`config.mk`:
```
export PLATFORM = sky130hd
export DESIGN_NAME = regfl_rdseq
export DESIGN_NICKNAME = d
export VERILOG_FILES = /design/src/rtl/regfl_pkg.sv /design/src/rtl/regfl_wsel.sv /design/src/rtl/regfl_rdseq.sv
export SDC_FILE = /design/constraint.sdc
export NUM_CORES = 1
export LEC_CHECK = 0
export CAP_MARGIN = 20
export CORE_AREA = 3 3 234 236
export DETAILED_ROUTE_END_ITERATION = 6
export DIE_AREA = 0 0 237 239
export GPL_ROUTABILITY_DRIVEN = 0
export PLACE_DENSITY = 0.4
export SLEW_MARGIN = 20
export SYNTH_ARGS = -nofsm -noshare
export SYNTH_HDL_FRONTEND = slang
export SYNTH_SLANG_ARGS = --single-unit
```
`constraint.sdc`:
```
create_clock -name clk -period 2.9 [get_ports clk]
set_input_delay 0.435 -clock clk [delete_from_list [all_inputs] [get_ports clk]]
set_output_delay 0.435 -clock clk [all_outputs]
set_load 0.1 [all_outputs]
```
`src/rtl/regfl_pkg.sv`:
```
//------------------------------------------------------------------------------
// Module      : regfl_pkg
// Description : Shared constants, state encoding and slice helper for the
//               register-file burst read sequencer.
// Revision    : 1.0 - initial release
//------------------------------------------------------------------------------
`default_nettype none

package regfl_pkg;

    localparam int W  = 64;
    localparam int N  = 8;
    localparam int AW = 3;

    typedef logic [0:0] state_t;

    localparam state_t IDLE  = 1'b0;
    localparam state_t BURST = 1'b1;

    // Register 0 sits in the MSBs of the flat bus.
    function automatic int slice_msb(input logic [AW-1:0] idx);
        return (N * W - 1) - W * int'(idx);
    endfunction

endpackage

`default_nettype wire

```
`src/rtl/regfl_wsel.sv`:
```
//------------------------------------------------------------------------------
// Module      : regfl_wsel
// Description : Combinational 512->64 word selector, MSB-first register packing.
// Revision    : 1.0 - initial release
//------------------------------------------------------------------------------
`default_nettype none

module regfl_wsel
    import regfl_pkg::*;
(
    input  logic [N*W-1:0] src,
    input  logic [AW-1:0]  idx,
    output logic [W-1:0]   word
);

    logic [W-1:0] w_words [N];

    for (genvar g = 0; g < N; g++) begin : g_word
        assign w_words[g] = src[slice_msb(AW'(g)) -: W];
    end

    assign word = w_words[idx];

endmodule

`default_nettype wire

```
`src/rtl/regfl_rdseq.sv`:
```
//------------------------------------------------------------------------------
// Module      : regfl_rdseq
// Description : Burst read sequencer streaming consecutive register-file words
//               over valid/ready, wrapping modulo 8, with a saturating burst
//               counter. Define REGFL_RDSEQ_SNAP_EN to slice every word of a
//               burst from a snapshot of rf_q taken at request acceptance.
// Revision    : 1.0 - initial release
//------------------------------------------------------------------------------
`default_nettype none

module regfl_rdseq #(
    parameter int W  = 64,
    parameter int N  = 8,
    parameter int AW = 3
) (
    input  logic           clk,
    input  logic           rst,
    input  logic [N*W-1:0] rf_q,
    input  logic           req_valid,
    output logic           req_ready,
    input  logic [AW-1:0]  req_addr,
    input  logic [AW-1:0]  req_len,
    output logic           out_valid,
    input  logic           out_ready,
    output logic [W-1:0]   out_data,
    output logic [AW-1:0]  out_idx,
    output logic           out_last,
    output logic [15:0]    burst_cnt
);

    import regfl_pkg::*;

    state_t          r_state;
    logic [AW-1:0]   r_idx;
    logic [AW-1:0]   r_rem;
    logic [W-1:0]    r_data;
    logic            r_last;
    logic [15:0]     r_burst_cnt;

    logic            w_accept;
    logic            w_hs;
    logic [AW-1:0]   w_sel_idx;
    logic [N*W-1:0]  w_src;
    logic [W-1:0]    w_word;

    assign w_accept  = (r_state == IDLE) && req_valid;
    assign w_hs      = (r_state == BURST) && out_ready;
    // In IDLE the selector looks at the requested start; in BURST at the next word.
    assign w_sel_idx = (r_state == IDLE) ? req_addr : AW'(r_idx + 1'b1);

`ifdef REGFL_RDSEQ_SNAP_EN
    logic [N*W-1:0] r_snap;

    always_ff @(posedge clk or posedge rst) begin
        if (rst) begin
            r_snap <= '0;
        end else if (w_accept) begin
            r_snap <= rf_q;
        end
    end

    // The first word is taken live because the snapshot is only being loaded.
    assign w_src = (r_state == IDLE) ? rf_q : r_snap;
`else
    assign w_src = rf_q;
`endif

    regfl_wsel u_wsel (
        .src  (w_src),
        .idx  (w_sel_idx),
        .word (w_word)
    );

    always_ff @(posedge clk or posedge rst) begin
        if (rst) begin
            r_state     <= IDLE;
            r_idx       <= '0;
            r_rem       <= '0;
            r_data      <= '0;
            r_last      <= 1'b0;
            r_burst_cnt <= '0;
        end else begin
            case (r_state)
                IDLE: begin
                    if (w_accept) begin
                        r_state <= BURST;
                        r_idx   <= req_addr;
                        r_rem   <= req_len;
                        r_data  <= w_word;
                        r_last  <= (req_len == '0);
                    end
                end
                BURST: begin
                    if (w_hs) begin
                        if (r_last) begin
                            r_state <= IDLE;
                            if (r_burst_cnt != 16'hFFFF) begin
                                r_burst_cnt <= r_burst_cnt + 16'd1;
                            end
                        end else begin
                            r_idx  <= w_sel_idx;
                            r_rem  <= r_rem - 1'b1;
                            r_data <= w_word;
                            r_last <= (r_rem == AW'(1));
                        end
                    end
                end
                default: r_state <= IDLE;
            endcase
        end
    end

    assign req_ready = (r_state == IDLE);
    assign out_valid = (r_state == BURST);
    assign out_data  = r_data;
    assign out_idx   = r_idx;
    assign out_last  = r_last;
    assign burst_cnt = r_burst_cnt;

endmodule

`default_nettype wire

```
==> ci_impl_report.md <==
### Yosys + OpenROAD results

| Metric | Value |
|---|---|
| Synth Register Bits | 88 |
| Fmax | 0.396 GHz |
| Sequential power | 2.22 mW |
| Pwr top | combinational logic |
| TritonCTS Buffers | 9 |
| Max stage delay cell, worst path | dfrtp_1 |
| Compound-Gate Fraction of Synth Area | 27.3% |
| Post CTS Setup Buffer Count | 0 |
| Port buffer count | 607 |
| Initial drt markers | 481 |
| Yosys cell count | 925 |
| Area growth syn-to-layout | 91.8% |
| Buf/Inv on CP | 1 |
| Yosys chip area | 7800 µm² |
| Worst flop-to-flop path startpoint | out_idx[0] |
| Pre-CTS setup slack | 277 ps |
| Main flop type | dfrtp_1 |
| Final total power | 18.3 mW |
| Post-route ant nets | 0 |
| Clock Tree Buf Depth | 2 |
| Most common cell in the netlist | nand2_1 |
| Critical Path Max Stage Delay | 480 ps |
| Clk sinks | 88 |
| DR pass1 iterations | 5 |
| Simple-gate share of the synthesized area | 19.1% |
| First-pass GRT wire length | 69.3 mm |
| Placed cell area | 14600 µm² |
| Root buffer cell | clkbuf_16 |
| Post-DP HPWL | 38.2 mm |
| Fin. Hold Viols | 0 |
| Worst path cell trace | ha_1 > nand2b_1 > o2bb2ai_4 > buf_4 > a32o_1 > o31ai_2 |
| Leak Pwr | 6.29 nW |
| Vias in the first global route | 10300 |
| Comb pwr share | 80.2% |
| Pwr dens | 1220 nW/µm² |
| Status | finished, final reports clean |
| Post-layout period usage | 87.0% |
| Met3 Wirelength | 3.72 mm |
| Clock transition at path regs | 80 ps |
| Dominant cell area share | 28.2% |
| Initial antenna violation count | 5 |
| Max capacitance violation total | 0 |
| Post-synth top area cell | dfrtp_1 |
| Clk ins delay skew pair | 380 ps |
| Post-synth EDFFs | 0 |
| Combinational power | 14.7 mW |
[flip-flops by register name, summed over array words and instances, names as in the netlist]
signal	cells
burst_cnt	16
out_last	1
out_data	64
out_valid	1
r_rem	3
out_idx	3
[cell type report]
type / count / area (µm²) / share of cell area (%)
timing repair buffer: 645 / 6350 / 42.4
multi-input combinational: 746 / 5170 / 34.6
sequential: 88 / 2200 / 14.7
tap: 688 / 861 / 5.76
clock buffer: 9 / 225 / 1.51
clock inverter: 7 / 100 / 0.669
inverter: 10 / 40.0 / 0.268
antenna: 2 / 5.00 / 0.0335
[worst paths after layout]
check	end	slack, ps	cells after the start
hold / removal	out_data[27]	420	2
max in group asynchronous	out_data[52]	1800	3
setup reg to reg	out_data[8]	380	6
min in group clk	out_data[31]	480	2
setup / recovery	out_data[8]	380	6
hold reg to reg	out_data[31]	480	2
==> images/power_grid.png <==
Scale: 1.5 px per µm. Pins as bars on the die edge.
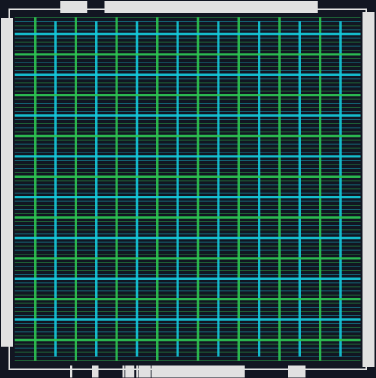
- cyan: VDD
- green: VSS
- rows: 84
- met5 straps: 16
- signal pins: 608
- met4 straps: 16
total core area: 52700 µm²
Die W: 237 µm
VDD IR-drop max: 706 µV

==> images/placement_by_type.png <==
Scale: 1 px per µm. Fill, decap, tap and diode cells in grey.
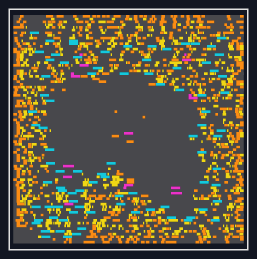
- orange: remaining buffers and delay cells (cells 645)
- magenta: clock drivers and dummy loads (cells 16)
- cyan: sequential cells (cells 88)
- yellow: combinational and other logic (cells 756)
sequential cell area share: 14.7%
post-layout utilization of the core: 28.4%
row count: 84
design area: 15000 µm²

==> images/clk_routes.png <==
Scale: 2 px per µm.
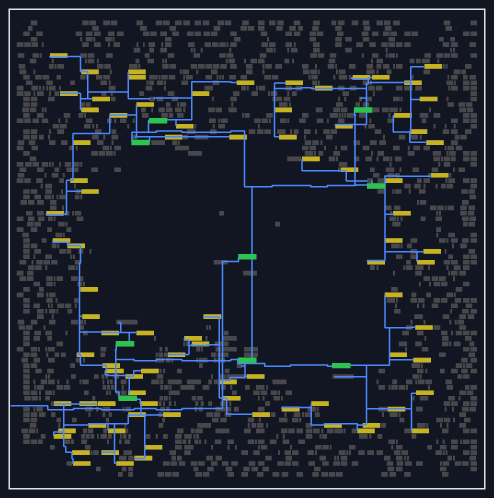
- green: clock drivers (count 9)
- yellow: flip-flops (count 88)
- blue: clock wires (length 2090 µm)
- flops lie: widely spread
Clk network pwr share: 7.6%
Setup Skew: 11.7 ps
Clk. pwr: 1.39 mW

==> images/wires.png <==
Scale: 1.5 px per µm. Only two layers are drawn.
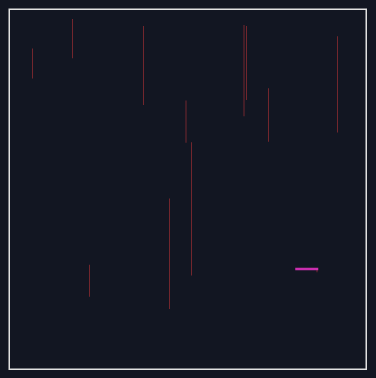
- red: metal 4 (wire length 520 µm)
- magenta: metal 5 (wire length 13.8 µm)
GRT Overall Usage: 16.3%
drt wl/cell: 22.0 µm

==> images/placement.png <==
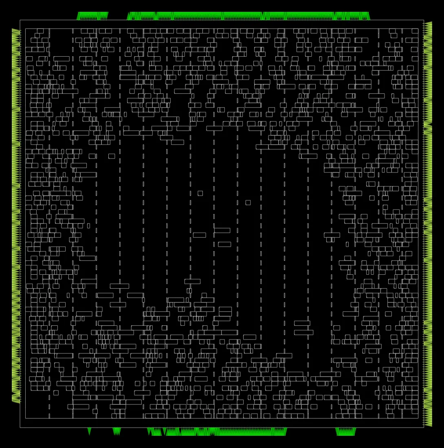
final non-filler cell total: 2195
filler instances: 5674
# Taps: 688

Power and IR drop assume default switching activity.
